run_1/power_grid.png
Scale bar: 50 µm. Pins as bars on the die edge. Tap cells in grey.
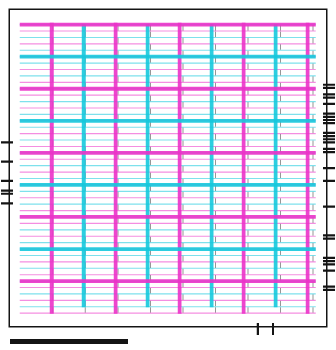
run_1/placement_by_type.png
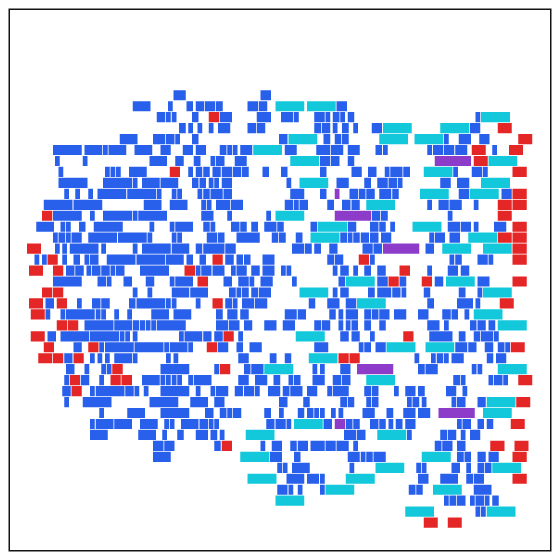
run_1/clk_routes.png
Scale bar: 50 µm.
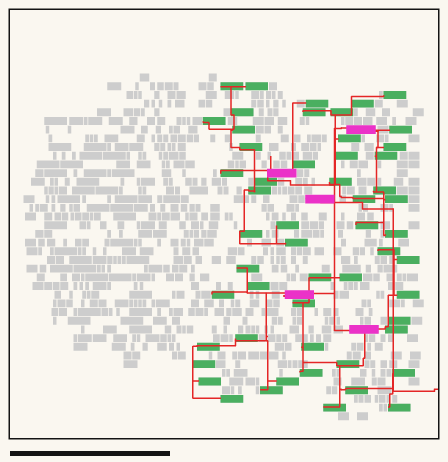
run_1/wires.png
Scale bar: 50 µm. Only two layers are drawn.
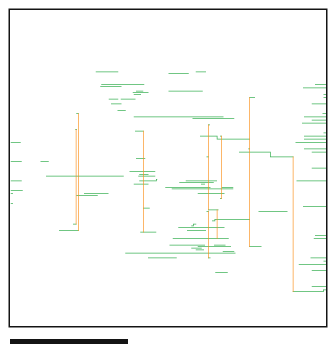
===== src/rtl/song_sequencer_if.sv =====
// Control, status and song-ROM signals shared between a player front end and the sequencer.
// The master side drives the controls and returns ROM words; the slave is the sequencer.
interface song_sequencer_if;
  logic        start;
  logic        stop;
  logic        pause;
  logic        loop;
  logic [1:0]  tempo_sel;
  logic [5:0]  rom_addr;
  logic [10:0] rom_data;
  logic [6:0]  note;
  logic        busy;
  logic        song_done;

  modport master (
    output start, stop, pause, loop, tempo_sel, rom_data,
    input  rom_addr, note, busy, song_done
  );

  modport slave (
    input  start, stop, pause, loop, tempo_sel, rom_data,
    output rom_addr, note, busy, song_done
  );
endinterface


===== src/rtl/song_sequencer.sv =====
// Steps through a 64-entry song ROM, playing each note for beats*beat_len cycles
// followed by a fixed silent gap, with pause, stop and loop controls.
module song_sequencer #(
  parameter int unsigned BEAT_CYCLES = 25000000,
  parameter int unsigned GAP_CYCLES  = 2500000
) (
  input  logic              clk,
  input  logic              rst,
  song_sequencer_if.slave   bus
);

  localparam int unsigned PLAY_MAX = 15 * BEAT_CYCLES;
  localparam int unsigned CNT_MAX  = (PLAY_MAX > GAP_CYCLES) ? PLAY_MAX : GAP_CYCLES;
  localparam int unsigned CW       = $clog2(CNT_MAX + 1);

  typedef enum logic [2:0] {
    IDLE,
    FETCH,
    DECODE,
    PLAY,
    GAP
  } state_t;

  state_t        state;
  logic [CW-1:0] cnt;
  logic [6:0]    note_lat;

  logic [3:0]    beats;
  logic [6:0]    idx;
  logic [6:0]    clean_note;
  logic [CW-1:0] beat_len;
  logic [CW-1:0] play_len;
  logic          end_restart;

  always_comb begin
    beats       = bus.rom_data[3:0];
    idx         = bus.rom_data[10:4];
    clean_note  = (idx > 7'd21) ? 7'd0 : idx;
    beat_len    = CW'(BEAT_CYCLES) >> bus.tempo_sel;
    play_len    = CW'(beats) * beat_len;
    // An end marker at address 0 is an empty song; never loop on it.
    end_restart = bus.loop && (bus.rom_addr != '0);
  end

  always_ff @(posedge clk) begin
    if (rst) begin
      state         <= IDLE;
      cnt           <= '0;
      note_lat      <= '0;
      bus.note      <= '0;
      bus.rom_addr  <= '0;
      bus.busy      <= 1'b0;
      bus.song_done <= 1'b0;
    end else begin
      bus.song_done <= 1'b0;
      if (bus.stop) begin
        state        <= IDLE;
        cnt          <= '0;
        bus.note     <= '0;
        bus.rom_addr <= '0;
        bus.busy     <= 1'b0;
      end else begin
        case (state)
          IDLE: begin
            bus.note     <= '0;
            bus.rom_addr <= '0;
            if (bus.start) begin
              state    <= FETCH;
              bus.busy <= 1'b1;
            end
          end

          FETCH: state <= DECODE;

          DECODE: begin
            if (beats == 4'd0) begin
              bus.rom_addr <= '0;
              if (end_restart) begin
                state <= FETCH;
              end else begin
                state         <= IDLE;
                bus.busy      <= 1'b0;
                bus.song_done <= 1'b1;
              end
            end else begin
              note_lat <= clean_note;
              bus.note <= clean_note;
              cnt      <= play_len;
              state    <= PLAY;
            end
          end

          PLAY: begin
            if (bus.pause) begin
              bus.note <= '0;
            end else if (cnt == CW'(1)) begin
              cnt      <= CW'(GAP_CYCLES);
              bus.note <= '0;
              state    <= GAP;
            end else begin
              cnt      <= cnt - CW'(1);
              bus.note <= note_lat;
            end
          end

          GAP: begin
            if (!bus.pause) begin
              if (cnt == CW'(1)) begin
                cnt <= '0;
                // Running off the last address behaves like reading an end marker.
                if (bus.rom_addr == '1) begin
                  bus.rom_addr <= '0;
                  if (end_restart) begin
                    state <= FETCH;
                  end else begin
                    state         <= IDLE;
                    bus.busy      <= 1'b0;
                    bus.song_done <= 1'b1;
                  end
                end else begin
                  bus.rom_addr <= bus.rom_addr + 6'd1;
                  state        <= FETCH;
                end
              end else begin
                cnt <= cnt - CW'(1);
              end
            end
          end

          default: begin
            state    <= IDLE;
            bus.busy <= 1'b0;
            bus.note <= '0;
          end
        endcase
      end
    end
  end

endmodule


===== src/flat_wrapper.sv =====
// flat-port wrapper written by rule: the top's interface ports become plain ports
module song_sequencer_flat 
#(
  parameter int unsigned BEAT_CYCLES = 25000000,
  parameter int unsigned GAP_CYCLES  = 2500000
)
  (clk, rst, bus_start, bus_stop, bus_pause, bus_loop, bus_tempo_sel, bus_rom_data, bus_rom_addr, bus_note, bus_busy, bus_song_done);
  song_sequencer_if bus_i ();
  input  logic clk;
  input  logic rst;
  input wire logic [$bits(bus_i.start)-1:0] bus_start;
  input wire logic [$bits(bus_i.stop)-1:0] bus_stop;
  input wire logic [$bits(bus_i.pause)-1:0] bus_pause;
  input wire logic [$bits(bus_i.loop)-1:0] bus_loop;
  input wire logic [$bits(bus_i.tempo_sel)-1:0] bus_tempo_sel;
  input wire logic [$bits(bus_i.rom_data)-1:0] bus_rom_data;
  output wire logic [$bits(bus_i.rom_addr)-1:0] bus_rom_addr;
  output wire logic [$bits(bus_i.note)-1:0] bus_note;
  output wire logic [$bits(bus_i.busy)-1:0] bus_busy;
  output wire logic [$bits(bus_i.song_done)-1:0] bus_song_done;
  assign bus_i.start = bus_start;
  assign bus_i.stop = bus_stop;
  assign bus_i.pause = bus_pause;
  assign bus_i.loop = bus_loop;
  assign bus_i.tempo_sel = bus_tempo_sel;
  assign bus_i.rom_data = bus_rom_data;
  assign bus_rom_addr = bus_i.rom_addr;
  assign bus_note = bus_i.note;
  assign bus_busy = bus_i.busy;
  assign bus_song_done = bus_i.song_done;
  song_sequencer #(.BEAT_CYCLES(BEAT_CYCLES), .GAP_CYCLES(GAP_CYCLES)) u_core (.clk(clk), .rst(rst), .bus(bus_i));
endmodule

===== config.mk =====
export PLATFORM = sky130hd
export DESIGN_NAME = song_sequencer_flat
export DESIGN_NICKNAME = d
export VERILOG_FILES = /design/src/rtl/song_sequencer_if.sv /design/src/rtl/song_sequencer.sv /design/src/flat_wrapper.sv
export SDC_FILE = /design/constraint.sdc
export NUM_CORES = 1
export LEC_CHECK = 0
export ABC_CLOCK_PERIOD_IN_PS = 5810
export CAP_MARGIN = 25
export CORE_MARGIN = 4
export CORE_UTILIZATION = 35
export DETAILED_ROUTE_END_ITERATION = 7
export MAX_ROUTING_LAYER = met4
export RECOVER_POWER = 25
export SETUP_SLACK_MARGIN = 0.05
export SLEW_MARGIN = 30
export SYNTH_ARGS = -nofsm -noshare
export SYNTH_HDL_FRONTEND = slang
export SYNTH_SLANG_ARGS = --single-unit

===== constraint.sdc =====
create_clock -name clk -period 5.81 [get_ports clk]
set_clock_uncertainty 0.2 [all_clocks]
set_input_delay 1.162 -clock clk [delete_from_list [all_inputs] [get_ports clk]]
set_output_delay 1.162 -clock clk [all_outputs]
set_load 0.01 [all_outputs]

==> changes_impl.md, run 1 <==
### Implementation results

* Kind of cell adding the most delay to the critical path: adder cells
* H-Tree Level Count at 2
* Post-synthesis sequential area ratio at roughly 19%
* List of most frequent post-synthesis cells: sky130_fd_sc_hd__nor2_1 (81), sky130_fd_sc_hd__inv_1 (73), sky130_fd_sc_hd__a21oi_1 (58)
* Via count at 5434
* Run status: finished clean
* Residual overflow from global routing at 0
* Antenna violations before repair at 0
* Cell type with the largest total area: sky130_fd_sc_hd__dfxtp_1
* Drt initial violations at 357
* Dominant cell by count in the synthesized netlist: sky130_fd_sc_hd__nor2_1
* Minimum clock period at 5.40 ns
* Post-Layout Inst Area at 6410 µm²
* Worst path most repeated cell: sky130_fd_sc_hd__fa_1
* Yosys warnings at 0
* Antenna Nets Post-Route at 0
* Synth mux share at 0.203%
* Drt via density at 5.53
* Sequential cell area in the final layout at approximately 1100 µm²
* Power density normalized to cell area at 212 nW/µm²
* Synth logic family: AND-OR/OR-AND gates
* Die area at 18000 µm²
Back to the opening pictures, power_grid.png:
- cyan: VDD
- magenta: VSS
- met1 rails: 46
- rows: 45
height of the die: 134 µm
Core Footprint: 15400 µm²
x dimension of the die: 134 µm
Worst VDD drop: 0.000108 V

Back to the opening pictures, placement_by_type.png:
- blue: combinational and other logic (cells 644; share of their area 71%)
- red: other buffers and delay cells (cells 67; share of their area 9.5%)
- cyan: flops (cells 54; share of their area 18%)
- purple: clock drivers and dummy loads (cells 7; share of their area 2.2%)
proportion of cell area occupied by registers: 16.9%
Std-Cell Rows: 45

Back to the opening pictures, clk_routes.png:
- magenta: clock drivers (count 5)
- green: flip-flops (count 54)
- red: clock wires (length 801 µm)
- routed clock nets: 6
clock latency at the later pin of the worst-skew pair: 0.30 ns
power attributed to the clock group: 0.000298 W
part of the total power dissipated in the clock network: 21.9%

Back to the opening pictures, wires.png:
- orange: metal 4 (wire length 348 µm)
- green: metal 3 (wire length 795 µm)
Avg WL per Cell: 15.6 µm
global routing usage summed across all routing layers: 17.5%

run 1: kinds of logic after synthesis:
| kind of cell | after synthesis |
|---|---|
| XOR/XNOR | 16 |
| multiplexers | 1 |
| adder cells (fa/ha/maj) | 72 |
| buffers and inverters | 111 |
| AND-OR/OR-AND | 214 |
| flip-flops | 54 |
| AND/OR/NAND/NOR | 268 |
run 1: flip-flops by register name, summed over array words and instances (netlist names):
register and flops:
u_core.state 3, u_core.note_lat 7, u_core.bus.song_done 1, u_core.bus.rom_addr 6
u_core.bus.busy 1, u_core.bus.note 7, u_core.cnt 29
run 1: layout make-up:
type | count | share of cell area, %
Inverter | 73 | 4.28
Multi-Input combinational cell | 571 | 63.5
Tap cell | 211 | 4.12
Timing Repair Buffer | 67 | 9.14
Clock inverter | 1 | 0.117
Sequential cell | 54 | 16.9
Clock buffer | 6 | 2.01
run 1: routing by layer:
layer  global-route usage, %  routed length (µm)
met3                    1.80                 795
met4                    5.49                 347
met1                    23.4                7260
met2                    27.9                6940
met5                       -                   0
run 1: what timing repair did:
item / CTS / global route
buffers inserted: 0 / 0
resized: 0 / 3
endpoints found under the setup margin: 0 / 2
run 1: report_power, final:
part	internal, W	switching [W]
combinational	0.000289	0.000393
sequential	0.000374	0.00000600
clock	0.000158	0.000140
run 1: path summary, 6_finish.rpt:
kind              slack (ns)                  to               start  cells after the start
setup / recovery        0.41      u_core.cnt[25]    bus_tempo_sel[0]                     14
hold / removal          0.28  u_core.note_lat[6]  u_core.note_lat[6]                      1
setup reg to reg        2.02       u_core.cnt[5]       u_core.cnt[7]                      7
hold reg to reg         0.28  u_core.note_lat[6]  u_core.note_lat[6]                      1
run_1/clocks.png
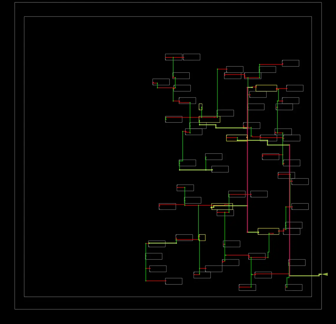

## Run 2: what changed since run 1
--- a/config.mk
+++ b/config.mk
@@ -9,8 +9,10 @@
 export CAP_MARGIN = 25
 export CORE_MARGIN = 4
 export CORE_UTILIZATION = 35
+export CTS_CLUSTER_SIZE = 24
 export DETAILED_ROUTE_END_ITERATION = 7
 export MAX_ROUTING_LAYER = met4
+export PLACE_DENSITY = 0.49
 export RECOVER_POWER = 25
 export SETUP_SLACK_MARGIN = 0.05
 export SLEW_MARGIN = 30
run_2/clocks.png
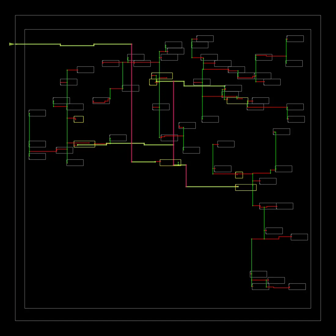
clock sink total: 54
final-layout clock buffer total: 5
power attributed to the clock group: 0.000325 W
clock latency at the later pin of the worst-skew pair: 0.31 ns

==> run 2 against run 1 <==
Design area shrank 0.12%. Global-route usage increased by 2.4 points. Utilization about the same. Via count is 2.0% higher. Critical endpoint is now u_core.cnt[22]. Largest cell class unchanged. Highest routed layer unchanged.
==> changes_impl.md, run 2 <==
### Implementation results

* Met3 wire length at 943 µm (+19%)
* Run status: finished clean
* Core Footprint at 15400 µm² (unchanged)
* Crit path to: u_core.cnt[22]
* Number of instances resized during post-cts repair at 0 (unchanged)
* Residual overflow from global routing at 0 (unchanged)
* Internal power at 0.000821 W (about the same)
* Antenna violations before repair at 0 (unchanged)
* Drt via density at 5.64 (+2.1%)
* Routed Wire Length at roughly 17000 µm
* Via count at 5540 (+2.0%)
* Post-synthesis sequential area ratio at 19.4% (unchanged)
* Worst Reg2Reg Path Length in Cells at 7 (unchanged)
* Antenna Nets Post-Route at 0 (unchanged)
* Part of the total power dissipated in the clock network at 23.4% (+1.5 points)
* Yosys warnings at 0 (unchanged)
* Power density normalized to cell area at 217 nW/µm² (+2.2%)
* List of most frequent post-synthesis cells: sky130_fd_sc_hd__nor2_1 (81), sky130_fd_sc_hd__inv_1 (73), sky130_fd_sc_hd__a21oi_1 (58)
* H-Tree Level Count at 2 (unchanged)
* Registers with the highest flip-flop counts: u_core.cnt (29), u_core.bus.note (7), u_core.note_lat (7)
* Combinational gate power at 0.000683 W (about the same)
* Largest power group: combinational cells
* Required @ worst endpoint at 5.81 ns
* Critical R2R Launch: u_core.cnt[7]
* Global routing usage summed across all routing layers at 19.9% (+2.4 points)
* Synth cell types at 66
* Post-Layout Inst Area at 6400 µm² (-0.12%)
* Pins Over Slew Limit at 0
* Die area at 18000 µm² (unchanged)
* Sequential Power at 0.000380 W (about the same)
* Dominant cell by count in the synthesized netlist: sky130_fd_sc_hd__nor2_1
* Routed length on met1 at 7860 µm (+8.1%)
* Worst VDD drop at 0.000114 V (+6.2%)
* Worst setup slack for register-to-register paths at 1.98 ns (-0.04 ns)
* Register bank with the most flops: u_core.cnt
* End of the worst register-to-register path: u_core.cnt[5]
* Cell type with the largest total area: sky130_fd_sc_hd__dfxtp_1
* Minimum clock period at 5.41 ns (+0.00774 ns)
* Sequential cell fraction of total power at 27.4% (-0.5 points)
* NetSw at 0.000566 W (+5.1%)
* Post-CTS repair timing setup buffer count at 0 (unchanged)
* Critical path origin: bus_tempo_sel[0]
* Max FFs per register at 29 (unchanged)
* Height of the die at 134 µm (unchanged)
* Std-Cell Rows at 45 (unchanged)
* Top layer in use: met4
* X dimension of the die at 134 µm (unchanged)
* Drt initial violations at 460 (+29%)
[run 2: cells by family (layout without fill, tap and decap cells)]
kind of cell               after synthesis  after routing  share of synthesized area, %
and+or+nand+nor                        268            268                          24.7
AOI/OAI and AO/OA                      214            214                          24.8
buffers and inverters                  111            146                          7.65
adders and majority gates               72             72                          20.7
DFF                                     54             54                          19.4
xor gates and xnor gates                16             16                          2.52
muxes                                    1              1                         0.203
[run 2: routing by layer]
metal  track usage, %  vias to the layer above
met5                -                        -
met4             5.66                        0
met3             4.24                       25
met2             31.2                      172
met1             26.0                     2642
li1                 -                     2701
[run 2: worst max-delay path, delay by kind of cell]
family | cells | cell delay [ns]
AND-OR/OR-AND | 7 | 1.63
adder cells (fa/ha/maj) | 3 | 1.34
buffers and inverters | 4 | 0.84
AND/OR/NAND/NOR | 2 | 0.40
[run 2: cell type report]
| cell class | instances | area [µm²] |
|---|---|---|
| Clock buffer | 5 | 125 |
| Clock inverter | 3 | 28.8 |
| Fill cell | 1596 | 8970 |
| Inverter | 73 | 274 |
| Multi-Input combinational cell | 571 | 4060 |
| Sequential cell | 54 | 1080 |
| Tap cell | 211 | 264 |
| Timing Repair Buffer | 65 | 571 |
[run 2: worst min path at each step]
stage               cells past startpoint                from  slack [ns]            endpoint
CTS                                     1  u_core.note_lat[6]        0.28  u_core.note_lat[6]
detailed placement                      1  u_core.note_lat[6]        0.27  u_core.note_lat[6]
global placement                        1  u_core.note_lat[5]        0.27  u_core.note_lat[5]
global route                            1  u_core.note_lat[6]        0.28  u_core.note_lat[6]
floorplan                               2       u_core.cnt[8]        0.25       u_core.cnt[8]
finish                                  1  u_core.note_lat[6]        0.28  u_core.note_lat[6]
Power is estimated from default activity; no workload was simulated.
